`src/rtl/div_pkg.sv`:
```
// Shared types and constants for the handshaked restoring divider.
package div_pkg;

  typedef enum logic [1:0] {
    IDLE = 2'd0,
    CALC = 2'd1,
    POST = 2'd2,
    DONE = 2'd3
  } div_state_t;

  // Quotient reported on divide-by-zero; sliced to the operand width by users.
  localparam logic [63:0] DBZ_QUOTIENT = 64'hFFFF_FFFF_FFFF_FFFF;

endpackage

```
`src/rtl/div_restore_step.sv`:
```
// One restoring-division iteration: trial subtract, keep or restore.
module div_restore_step #(
  parameter int WIDTH = 8
) (
  input  logic [WIDTH:0]   partial,
  input  logic [WIDTH-1:0] divisor,
  output logic [WIDTH-1:0] rem_next,
  output logic             q_bit
);

  logic [WIDTH:0] trial_s;

  // A set MSB on the WIDTH+1-bit difference means the trial went negative.
  always_comb begin
    trial_s = partial - {1'b0, divisor};
    if (trial_s[WIDTH] == 1'b0) begin
      rem_next = trial_s[WIDTH-1:0];
      q_bit    = 1'b1;
    end else begin
      rem_next = partial[WIDTH-1:0];
      q_bit    = 1'b0;
    end
  end

endmodule

```
`src/rtl/divider_hs.sv`:
```
// Sequential restoring divider with valid/ready handshakes, one quotient bit per cycle.
// Signed operation is compiled in only when DIVIDER_HS_SIGNED_EN is defined.
module divider_hs
  import div_pkg::*;
#(
  parameter int WIDTH = 8
) (
  input  logic             clk,
  input  logic             rst,
  input  logic             in_valid,
  output logic             in_ready,
  input  logic             signed_mode,
  input  logic [WIDTH-1:0] dividend,
  input  logic [WIDTH-1:0] divisor,
  output logic             out_valid,
  input  logic             out_ready,
  output logic [WIDTH-1:0] quotient,
  output logic [WIDTH-1:0] remainder,
  output logic             div_by_zero,
  output logic             overflow,
  output logic             busy
);

  localparam int CNTW = $clog2(WIDTH);
  localparam logic [WIDTH-1:0] ZERO_W = {WIDTH{1'b0}};
  localparam logic [WIDTH-1:0] ONES_W = {WIDTH{1'b1}};
  localparam logic [WIDTH-1:0] MIN_W  = {1'b1, {(WIDTH-1){1'b0}}};

  function automatic logic [WIDTH-1:0] neg2c(input logic [WIDTH-1:0] v);
    return ~v + WIDTH'(1'b1);
  endfunction

  div_state_t       state_r, state_next_s;
  logic [CNTW-1:0]  cnt_r;
  logic [WIDTH-1:0] dvd_r, dvs_r, part_r;
  logic             neg_q_r, neg_r_r, dbz_r, ovf_r;
  logic             a_neg_s, b_neg_s, ovf_s;
  logic [WIDTH-1:0] abs_a_s, abs_b_s, q_fix_s, r_fix_s, step_rem_s;
  logic             step_q_s;

`ifdef DIVIDER_HS_SIGNED_EN
  // Operand signs and the MIN / -1 case, only meaningful in signed mode.
  always_comb begin
    a_neg_s = signed_mode & dividend[WIDTH-1];
    b_neg_s = signed_mode & divisor[WIDTH-1];
    ovf_s   = signed_mode && (dividend == MIN_W) && (divisor == ONES_W);
  end
`else
  logic unused_signed_s;
  assign unused_signed_s = signed_mode ^ MIN_W[WIDTH-1];
  assign a_neg_s = 1'b0;
  assign b_neg_s = 1'b0;
  assign ovf_s   = 1'b0;
`endif

  // Magnitudes going in and sign correction coming out; |MIN| is exact as unsigned.
  always_comb begin
    abs_a_s = a_neg_s ? neg2c(dividend) : dividend;
    abs_b_s = b_neg_s ? neg2c(divisor) : divisor;
    q_fix_s = neg_q_r ? neg2c(dvd_r) : dvd_r;
    r_fix_s = neg_r_r ? neg2c(part_r) : part_r;
  end

  div_restore_step #(.WIDTH(WIDTH)) u_step (
    .partial  ({part_r, dvd_r[WIDTH-1]}),
    .divisor  (dvs_r),
    .rem_next (step_rem_s),
    .q_bit    (step_q_s)
  );

  assign in_ready = (state_r == IDLE);
  assign busy     = (state_r != IDLE);

  // State register.
  always_ff @(posedge clk) begin
    if (rst) begin
      state_r <= IDLE;
    end else begin
      state_r <= state_next_s;
    end
  end

  // Next-state decode.
  always_comb begin
    state_next_s = state_r;
    case (state_r)
      IDLE: begin
        if (in_valid) begin
          state_next_s = (divisor == ZERO_W) ? POST : CALC;
        end else begin
          state_next_s = IDLE;
        end
      end
      CALC: begin
        if (cnt_r == {CNTW{1'b0}}) begin
          state_next_s = POST;
        end else begin
          state_next_s = CALC;
        end
      end
      POST: state_next_s = DONE;
      DONE: begin
        if (out_ready) begin
          state_next_s = IDLE;
        end else begin
          state_next_s = DONE;
        end
      end
      default: state_next_s = IDLE;
    endcase
  end

  // Operand capture, iteration datapath and result registers.
  always_ff @(posedge clk) begin
    if (rst) begin
      cnt_r       <= {CNTW{1'b0}};
      dvd_r       <= ZERO_W;
      dvs_r       <= ZERO_W;
      part_r      <= ZERO_W;
      neg_q_r     <= 1'b0;
      neg_r_r     <= 1'b0;
      dbz_r       <= 1'b0;
      ovf_r       <= 1'b0;
      out_valid   <= 1'b0;
      quotient    <= ZERO_W;
      remainder   <= ZERO_W;
      div_by_zero <= 1'b0;
      overflow    <= 1'b0;
    end else begin
      case (state_r)
        IDLE: begin
          if (in_valid) begin
            cnt_r       <= CNTW'(WIDTH - 1);
            dvs_r       <= abs_b_s;
            part_r      <= ZERO_W;
            neg_q_r     <= a_neg_s ^ b_neg_s;
            neg_r_r     <= a_neg_s;
            dbz_r       <= (divisor == ZERO_W);
            ovf_r       <= ovf_s;
            div_by_zero <= 1'b0;
            overflow    <= 1'b0;
            // Divide-by-zero returns the raw dividend as remainder.
            dvd_r       <= (divisor == ZERO_W) ? dividend : abs_a_s;
          end
        end
        CALC: begin
          part_r <= step_rem_s;
          dvd_r  <= {dvd_r[WIDTH-2:0], step_q_s};
          cnt_r  <= cnt_r - CNTW'(1'b1);
        end
        POST: begin
          out_valid <= 1'b1;
          if (dbz_r) begin
            quotient    <= DBZ_QUOTIENT[WIDTH-1:0];
            remainder   <= dvd_r;
            div_by_zero <= 1'b1;
            overflow    <= 1'b0;
          end else begin
            quotient    <= q_fix_s;
            remainder   <= r_fix_s;
            div_by_zero <= 1'b0;
            overflow    <= ovf_r;
          end
        end
        DONE: begin
          if (out_ready) begin
            out_valid <= 1'b0;
          end
        end
        default: out_valid <= 1'b0;
      endcase
    end
  end

endmodule

```
`config.mk`:
```
export PLATFORM = sky130hd
export DESIGN_NAME = divider_hs
export DESIGN_NICKNAME = d
export VERILOG_FILES = /design/src/rtl/div_pkg.sv /design/src/rtl/div_restore_step.sv /design/src/rtl/divider_hs.sv
export SDC_FILE = /design/constraint.sdc
export NUM_CORES = 1
export LEC_CHECK = 0
export CORE_UTILIZATION = 39
export DETAILED_ROUTE_END_ITERATION = 8
export GPL_TIMING_DRIVEN = 0
export HOLD_SLACK_MARGIN = 0.03
export MAX_ROUTING_LAYER = met4
export PLACE_DENSITY = 0.66
export SETUP_SLACK_MARGIN = 0.02
export SYNTH_ARGS = -nofsm -noshare
export SYNTH_HDL_FRONTEND = slang
export SYNTH_SLANG_ARGS = --single-unit
export TNS_END_PERCENT = 5
```
`constraint.sdc`:
```
create_clock -name clk -period 4.7 [get_ports clk]
set_input_delay 0.705 -clock clk [delete_from_list [all_inputs] [get_ports clk]]
set_output_delay 0.705 -clock clk [all_outputs]
set_load 0.03 [all_outputs]
```
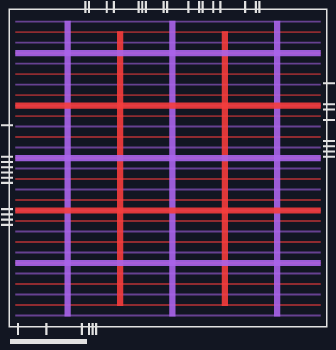
**Above:** supply network.
Scale bar: 20 um. Pins as bars on the die edge.
red -> VDD
purple -> VSS
met1 rails = 29
met4 straps = 5
rows = 28

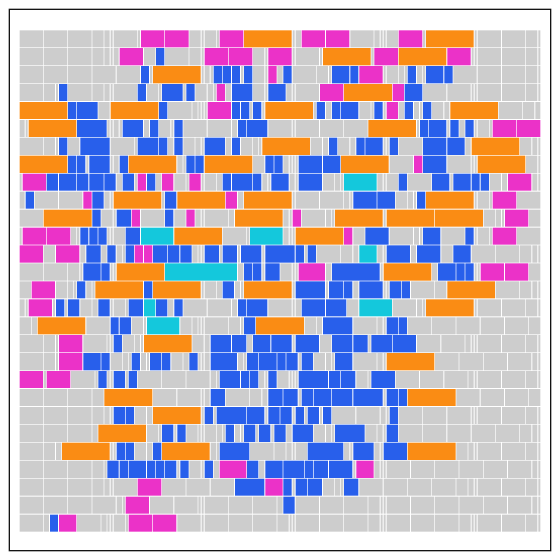
**Above:** cell classes on the final placement.
Fill, decap, tap and diode cells in grey.
magenta -> remaining buffers and delay cells  # cells 59
blue -> combinational and other logic  # cells 238
orange -> sequential cells  # cells 48
cyan -> clock drivers and dummy loads  # cells 8

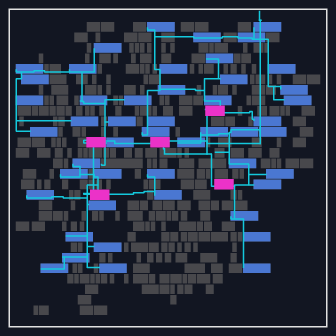
**Above:** clock network drawn from the DEF.
cyan -> clock wires  # length 581 um
magenta -> clock drivers  # count 5
blue -> flip-flops  # count 48
routed clock nets = 6

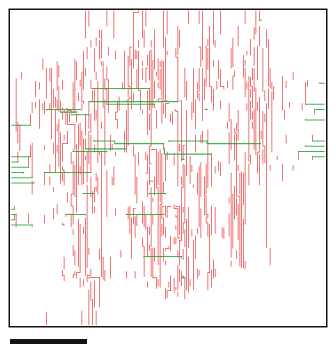
**Above:** routed metal, one colour a layer.
Scale bar: 20 um. Two of the layers only.
red -> metal 2  # wire length 2670 um
green -> metal 3  # wire length 256 um

==> flow_summary.json <==
{
  "worst_slew_pin_slew_ns": 0.5371,
  "period_used_share": 0.5005,
  "clockBufferCount": 5,
  "syn2layout_area_growth_pct": 23.53,
  "synthSimpleGateAreaFrac": 0.2031,
  "nNetsFinal": 384,
  "fin_cells": 428,
  "coreArea_sq_um": 6026,
  "clockRootBuffer": "clkbuf_8",
  "rr_endpoint": "part_r[7]",
  "pre_cts_ws_ns": 2.343,
  "met1_usage": 0.2616,
  "pg_clk_mw": 0.301,
  "hp-start": "dvs_r[2]",
  "num_rows": 28,
  "place_congestion": 0.9450,
  "whs_path_depth": 2,
  "cts_hold_repair.buffers": 0,
  "crit_path_frequent_cell": "inv_1",
  "drtAntennaViolNets": 0,
  "switching_share": 0.3700,
  "finalHoldViolCount": 0,
  "grt_start_max_net_pins": 16,
  "top_area_frac": 0.3861,
  "holdWs_ns": 0.4559,
  "dieArea_sq_um": 6704,
  "cellPowerDensity_nw_per_um2": 452.1,
  "crit_arrival_ns": 2.53,
  "pwr-share-seq": 0.369,
  "die_w_um": 81.88,
  "crit_path_top_delay_cell": "nor4_1",
  "logic_family": "AND-OR/OR-AND gates",
  "synth_nets": 339,
  "cp_num_cells": 9,
  "num_tap_cells": 75,
  "post-route-min-period_ns": 2.353,
  "holdCritPathClass": "flip-flop to flip-flop",
  "grt-busiest-layer": "met2",
  "clock_latency_ns": 0.31,
  "ios": 42,
  "crit_path_start_kind": "flip-flop",
  "syn_area_per_cell_sq_um": 8.106,
  "route.detailed.drc": 0,
  "setup_tns_ns": 0,
  "synthCells": 307,
  "enable_flop_cells": 0,
  "cp.buffers_inverters": 2,
  "portBuffers": 38,
  "crit_chain": "inv_1, ha_1, inv_1, fa_1, and3_1, nor2_2, o221ai_2, nor4_1, o31ai_2",
  "most_common_cell": "dfxtp_1",
  "ctsResizeCount": 0,
  "pg_comb_mw": 0.577,
  "n_all_buffers": 59,
  "ys_sh_mux": 0.05631,
  "diodes": 0,
  "grt_use_met2": 0.2884,
  "final_common_cell": "dfxtp_1",
  "die-height_um": 81.88,
  "fp_util": 0.4130,
  "final_area_sq_um": 3074,
  "maxUsedRoutingLayer": "met4",
  "async_reset_ff_frac": 0,
  "antenna_found_initial": 0,
  "flop-count": 48,
  "path_delay_family": "simple AND/OR/NAND/NOR gates",
  "fillers": 595,
  "setup.worst_path.start": "dvd_r[7]",
  "vias": 2248,
  "status": "complete, no violations",
  "grt_pass1_vias": 1974,
  "clock_tree_area_fraction": 0.03622,
  "ys_area_sq_um": 2489,
  "max_slew_margin": 0.6406,
  "power_mw": 1.390,
  "max_freq_ghz": 0.4251,
  "cts.sinks": 48,
  "clk_pin_slew_ns": 0.10,
  "drive_gt1_frac": 0.06799,
  "critPathKind": "flip-flop to flip-flop",
  "common_cells": "48 x dfxtp_1, 45 x nor2_1, 42 x nand2_1",
  "seq_area_sq_um": 960.9,
  "skew_ns": 0.01284,
  "final_max_slew_viol_count": 0
}
Power and IR drop assume default switching activity.
